--- config.mk ---
export PLATFORM = sky130hd
export DESIGN_NAME = paj7620_i2c_responder
export DESIGN_NICKNAME = d
export VERILOG_FILES = /design/src/rtl/paj7620_pkg.sv /design/src/rtl/paj7620_i2c_responder_sync.sv /design/src/rtl/paj7620_i2c_responder.sv
export SDC_FILE = /design/constraint.sdc
export NUM_CORES = 1
export LEC_CHECK = 0
export ABC_AREA = 1
export CORE_ASPECT_RATIO = 0.6
export CORE_MARGIN = 4
export CORE_UTILIZATION = 50
export CTS_CLUSTER_SIZE = 12
export DETAILED_ROUTE_END_ITERATION = 10
export PLACE_DENSITY = 0.71
export SYNTH_ARGS = -nofsm -noshare
export SYNTH_HDL_FRONTEND = slang
export SYNTH_SLANG_ARGS = --single-unit
--- constraint.sdc ---
create_clock -name sys_clk -period 2.2 [get_ports sys_clk]
set_input_delay 0.33 -clock sys_clk [delete_from_list [all_inputs] [get_ports sys_clk]]
set_output_delay 0.33 -clock sys_clk [all_outputs]
set_load 0.01 [all_outputs]
--- src/rtl/paj7620_pkg.sv ---
// ============================================================================
// Module      : paj7620_pkg
// Description : Shared types and constants for the PAJ7620 I2C responder model.
// Revision    : 1.0 - initial release
// ============================================================================
`default_nettype none

package paj7620_pkg;

    typedef enum logic [3:0] {
        ST_IDLE      = 4'd0,
        ST_ADDR      = 4'd1,
        ST_ADDR_ACK  = 4'd2,
        ST_REG       = 4'd3,
        ST_REG_ACK   = 4'd4,
        ST_WDATA     = 4'd5,
        ST_WDATA_ACK = 4'd6,
        ST_RDATA     = 4'd7,
        ST_RACK      = 4'd8
    } state_t;

    localparam logic [7:0] REG_PID_L     = 8'h00;
    localparam logic [7:0] REG_PID_H     = 8'h01;
    localparam logic [7:0] REG_INT_FLAG1 = 8'h43;
    localparam logic [7:0] REG_INT_FLAG2 = 8'h44;
    localparam logic [7:0] REG_BANK_SEL  = 8'hEF;

    localparam int UP    = 0;
    localparam int DOWN  = 1;
    localparam int LEFT  = 2;
    localparam int RIGHT = 3;
    localparam int FWD   = 4;
    localparam int BWD   = 5;
    localparam int CW    = 6;
    localparam int CCW   = 7;
    localparam int WAVE  = 8;

endpackage

`default_nettype wire

--- src/rtl/paj7620_i2c_responder_sync.sv ---
// ============================================================================
// Module      : i2c_bus_sync
// Description : SCL/SDA synchronizers with registered rise/fall/START/STOP pulses.
// Revision    : 1.0 - initial release
// ============================================================================
`default_nettype none

module i2c_bus_sync #(
    parameter int SYNC_STAGES = 2
) (
    input  logic clk,
    input  logic rst,
    input  logic i_scl,
    input  logic i_sda,
    output logic o_scl_rise,
    output logic o_scl_fall,
    output logic o_start,
    output logic o_stop,
    output logic o_sda
);

    logic [SYNC_STAGES-1:0] r_scl_sync;
    logic [SYNC_STAGES-1:0] r_sda_sync;
    logic                   r_scl_d;
    logic                   r_sda_d;
    logic                   r_scl_rise;
    logic                   r_scl_fall;
    logic                   r_start;
    logic                   r_stop;
    logic                   w_scl;
    logic                   w_sda;

    assign w_scl = r_scl_sync[SYNC_STAGES-1];
    assign w_sda = r_sda_sync[SYNC_STAGES-1];

    // r_sda_d is the SDA level aligned with the registered edge pulses
    always_ff @(posedge clk or posedge rst) begin
        if (rst) begin
            r_scl_sync <= '1;
            r_sda_sync <= '1;
            r_scl_d    <= 1'b1;
            r_sda_d    <= 1'b1;
            r_scl_rise <= 1'b0;
            r_scl_fall <= 1'b0;
            r_start    <= 1'b0;
            r_stop     <= 1'b0;
        end else begin
            r_scl_sync <= {r_scl_sync[SYNC_STAGES-2:0], i_scl};
            r_sda_sync <= {r_sda_sync[SYNC_STAGES-2:0], i_sda};
            r_scl_d    <= w_scl;
            r_sda_d    <= w_sda;
            r_scl_rise <= w_scl & ~r_scl_d;
            r_scl_fall <= ~w_scl & r_scl_d;
            r_start    <= w_scl & r_scl_d & r_sda_d & ~w_sda;
            r_stop     <= w_scl & r_scl_d & ~r_sda_d & w_sda;
        end
    end

    assign o_scl_rise = r_scl_rise;
    assign o_scl_fall = r_scl_fall;
    assign o_start    = r_start;
    assign o_stop     = r_stop;
    assign o_sda      = r_sda_d;

endmodule

`default_nettype wire

--- src/rtl/paj7620_i2c_responder.sv ---
// ============================================================================
// Module      : paj7620_i2c_responder
// Description : PAJ7620 gesture-sensor I2C target model with injectable flags.
//               Optional macro PAJ_WAKEUP_NACK_EN: NACK first matching address.
// Revision    : 1.0 - initial release
// ============================================================================
`default_nettype none

module paj7620_i2c_responder
    import paj7620_pkg::*;
#(
    parameter logic [6:0]  DEV_ADDR    = 7'h73,
    parameter logic [15:0] PART_ID     = 16'h7620,
    parameter int          SYNC_STAGES = 2
) (
    input  logic       sys_clk,
    input  logic       sys_rst,
    input  logic       scl_in,
    input  logic       sda_in,
    output logic       sda_oe,
    input  logic [8:0] gest_set,
    output logic       bank,
    output logic       busy
);

    logic       w_scl_rise, w_scl_fall, w_start, w_stop, w_sda;
    logic       w_addr_hit, w_awake, w_load;
    logic [7:0] w_rd_byte, w_clr_lo;
    logic       w_clr_wave;

    state_t     r_state;
    logic [3:0] r_bitcnt;
    logic [7:0] r_shift;
    logic [7:0] r_ptr;
    logic       r_rw;
    logic       r_bank;
    logic       r_busy;
    logic       r_sda_oe;
    logic [7:0] r_flag_lo;
    logic       r_flag_wave;

    i2c_bus_sync #(.SYNC_STAGES(SYNC_STAGES)) u_sync (
        .clk        (sys_clk),
        .rst        (sys_rst),
        .i_scl      (scl_in),
        .i_sda      (sda_in),
        .o_scl_rise (w_scl_rise),
        .o_scl_fall (w_scl_fall),
        .o_start    (w_start),
        .o_stop     (w_stop),
        .o_sda      (w_sda)
    );

`ifdef PAJ_WAKEUP_NACK_EN
    logic r_wake;
    assign w_awake = r_wake;
`else
    assign w_awake = 1'b1;
`endif

    assign w_addr_hit = (r_shift[7:1] == DEV_ADDR);

    always_comb begin
        w_rd_byte = 8'h00;
        if (r_ptr == REG_BANK_SEL) begin
            w_rd_byte = {7'b0, r_bank};
        end else if (!r_bank) begin
            case (r_ptr)
                REG_PID_L:     w_rd_byte = PART_ID[7:0];
                REG_PID_H:     w_rd_byte = PART_ID[15:8];
                REG_INT_FLAG1: w_rd_byte = r_flag_lo;
                REG_INT_FLAG2: w_rd_byte = {7'b0, r_flag_wave};
                default:       w_rd_byte = 8'h00;
            endcase
        end
    end

    // Byte loads into the shift register are the clear-on-read moments
    assign w_load = ~w_start & ~w_stop & w_scl_fall &
                    (((r_state == ST_ADDR_ACK) & r_rw) |
                     ((r_state == ST_RACK) & (r_bitcnt == 4'd1)));
    assign w_clr_lo   = (w_load && !r_bank && r_ptr == REG_INT_FLAG1) ? r_flag_lo : 8'h00;
    assign w_clr_wave = w_load && !r_bank && r_ptr == REG_INT_FLAG2;

    always_ff @(posedge sys_clk or posedge sys_rst) begin
        if (sys_rst) begin
            r_flag_lo   <= 8'h00;
            r_flag_wave <= 1'b0;
        end else begin
            r_flag_lo   <= (r_flag_lo & ~w_clr_lo) | gest_set[CCW:UP];
            r_flag_wave <= (r_flag_wave & ~w_clr_wave) | gest_set[WAVE];
        end
    end

    always_ff @(posedge sys_clk or posedge sys_rst) begin
        if (sys_rst) begin
            r_state  <= ST_IDLE;
            r_bitcnt <= 4'd0;
            r_shift  <= 8'h00;
            r_ptr    <= 8'h00;
            r_rw     <= 1'b0;
            r_bank   <= 1'b0;
            r_busy   <= 1'b0;
            r_sda_oe <= 1'b0;
`ifdef PAJ_WAKEUP_NACK_EN
            r_wake   <= 1'b0;
`endif
        end else if (w_start) begin
            r_state  <= ST_ADDR;
            r_bitcnt <= 4'd0;
            r_busy   <= 1'b1;
            r_sda_oe <= 1'b0;
        end else if (w_stop) begin
            r_state  <= ST_IDLE;
            r_busy   <= 1'b0;
            r_sda_oe <= 1'b0;
        end else begin
            case (r_state)
                ST_ADDR, ST_REG, ST_WDATA: begin
                    if (w_scl_rise) begin
                        r_shift  <= {r_shift[6:0], w_sda};
                        r_bitcnt <= r_bitcnt + 4'd1;
                    end else if (w_scl_fall && r_bitcnt == 4'd8) begin
                        r_bitcnt <= 4'd0;
                        if (r_state == ST_ADDR) begin
                            if (w_addr_hit && w_awake) begin
                                r_rw     <= r_shift[0];
                                r_sda_oe <= 1'b1;
                                r_state  <= ST_ADDR_ACK;
                            end else begin
                                r_state  <= ST_IDLE;
                            end
`ifdef PAJ_WAKEUP_NACK_EN
                            if (w_addr_hit) r_wake <= 1'b1;
`endif
                        end else if (r_state == ST_REG) begin
                            r_ptr    <= r_shift;
                            r_sda_oe <= 1'b1;
                            r_state  <= ST_REG_ACK;
                        end else begin
                            if (r_ptr == REG_BANK_SEL) r_bank <= r_shift[0];
                            r_ptr    <= r_ptr + 8'd1;
                            r_sda_oe <= 1'b1;
                            r_state  <= ST_WDATA_ACK;
                        end
                    end
                end
                ST_ADDR_ACK: begin
                    if (w_scl_fall) begin
                        r_bitcnt <= 4'd0;
                        if (r_rw) begin
                            r_shift  <= w_rd_byte;
                            r_sda_oe <= ~w_rd_byte[7];
                            r_state  <= ST_RDATA;
                        end else begin
                            r_sda_oe <= 1'b0;
                            r_state  <= ST_REG;
                        end
                    end
                end
                ST_REG_ACK, ST_WDATA_ACK: begin
                    if (w_scl_fall) begin
                        r_sda_oe <= 1'b0;
                        r_bitcnt <= 4'd0;
                        r_state  <= ST_WDATA;
                    end
                end
                ST_RDATA: begin
                    if (w_scl_rise) begin
                        r_bitcnt <= r_bitcnt + 4'd1;
                    end else if (w_scl_fall) begin
                        if (r_bitcnt == 4'd8) begin
                            r_sda_oe <= 1'b0;
                            r_bitcnt <= 4'd0;
                            r_state  <= ST_RACK;
                        end else begin
                            r_shift  <= {r_shift[6:0], 1'b0};
                            r_sda_oe <= ~r_shift[6];
                        end
                    end
                end
                ST_RACK: begin
                    // bitcnt==1 marks a master ACK awaiting the next SCL fall
                    if (w_scl_rise) begin
                        if (!w_sda) begin
                            r_ptr    <= r_ptr + 8'd1;
                            r_bitcnt <= 4'd1;
                        end else begin
                            r_state  <= ST_IDLE;
                        end
                    end else if (w_scl_fall && r_bitcnt == 4'd1) begin
                        r_shift  <= w_rd_byte;
                        r_sda_oe <= ~w_rd_byte[7];
                        r_bitcnt <= 4'd0;
                        r_state  <= ST_RDATA;
                    end
                end
                default: begin
                    r_sda_oe <= 1'b0;
                    r_state  <= ST_IDLE;
                end
            endcase
        end
    end

    assign sda_oe = r_sda_oe;
    assign bank   = r_bank;
    assign busy   = r_busy;

endmodule

`default_nettype wire

Fig. 1: M1 wires
The bar under the picture is 20 um long. Cells faint in the background.
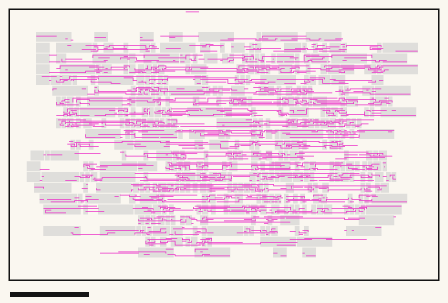
main direction: horizontal
longest straight run: 34.5 um
share of all routed wire: 54%
wire length on this layer: 3740 um
nets with wire on the layer: 428

Fig. 2: met2 routing
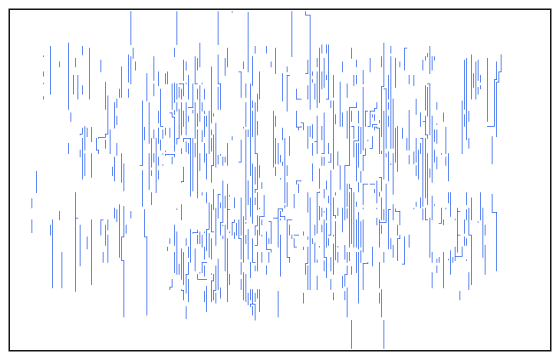
main direction: vertical
share of all routed wire: 36%
met2 usage: 25.70%
post-detailed-routing wire length: 6.993 mm

==> reports/qor.yml <==
p_leak_nw: 1.777
mostFrequentLayoutCells: "sky130_fd_sc_hd__nand2_1 (150), sky130_fd_sc_hd__nand3_1 (49), sky130_fd_sc_hd__inv_1 (48), sky130_fd_sc_hd__dfrtp_1 (41), sky130_fd_sc_hd__nor2_1 (39)"
seq-cell-share_pct: 35.26
top_layer_used: "met4"
buffer_ports.inserted: 15
clock_power_share_pct: 33.0
clock_buffers: 6
critical_path_buf_inv_count: 1
dp_hpwl_mm: 5.519
drc_errors: 0
hold_slack_ps: 341.5
wl_met3_um: 651
ys_chip_area_um2: 2998
grt.overflow.total: 0
cpMostUsedCell: "sky130_fd_sc_hd__nand2_1"
crit_path_end: "r_flag_lo[7]"
setup-tns-final_ps: 0
timing.final.setup_violations: 0
crit-reg2reg-capture: "r_flag_lo[7]"
slowest_delay_ps: 450
logic_area_um2: 1584
detailed_place.area_um2: 3236
outcome: "complete, no violations"
hold_viol_final: 0
fin_total_pwr_mw: 2.074
pd_cells_nw_per_um2: 617.7
synth_top_cell_by_count: "sky130_fd_sc_hd__nand2_1"
cts_repair_resize_count: 0
compound_area_share_pct: 7.012
syn-instance-count: 427
worst_r2r_startpoint: "r_state[0]"
area_growth_syn_to_layout_pct: 11.98
crit_type: "reg -> reg"
synth.yosys.num_cells: 427
area_leaders: "sky130_fd_sc_hd__dfrtp_1 (34%), sky130_fd_sc_hd__nand2_1 (19%), sky130_fd_sc_hd__nand3_1 (8.2%)"
maxSlewViolCount: 0
top_cell_type_s_share_of_synthesized_area_pct: 34.22
cts-buffers-inserted: 5
placer_s_final_routability_congestion_estimate: 1.008
grt_pass1_wl_mm: 11.88
std_cell_core_area_um2: 5702
postSynthRegisterBits: 47
grt_pass1_vias: 2331
avgRoutedWirePerCell_um: 13.27
worst_skew_pair.late_latency_ps: 310
min-delay-path-class: "in -> async"
final.signal_buffer_count: 16
sw_frac_of_total_pct: 29.94
Fig. 3: M3 wires
The bar under the picture is 20 um long.
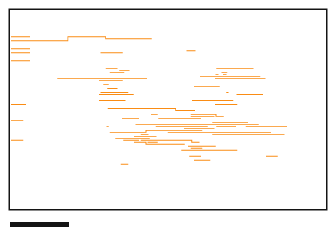
wire length on this layer: 652 um
nets with wire on the layer: 49
main direction: horizontal
share of all routed wire: 9.3%
grt met3 use: 4.053%
number of vias in the routed layout: 2765

## power groups by stage
| stage | sequential (mW) | combinational [mW] | clock, mW |
|---|---|---|---|
| 3_3_place_gp | 1.03 | 0.369 | 0 |
| 5_1_grt | 1.03 | 0.429 | 0.737 |
| 6_report | 1.02 | 0.371 | 0.685 |
| 3_5_place_dp | 1.03 | 0.369 | 0 |
| 2_1_floorplan | 0.999 | 0.279 | 0 |
| 4_1_cts | 1.01 | 0.372 | 0.697 |
## stage by stage
| stage | worst slack, ps | instances |
|---|---|---|
| finish | 388.3 | 527 |
| global route | 199.5 | 527 |
| CTS | 405.7 | 527 |
| detailed placement | 408.1 | 519 |
| global placement | 400.7 | 519 |
| floorplan | 679.1 | 427 |
Power and IR drop assume default switching activity.
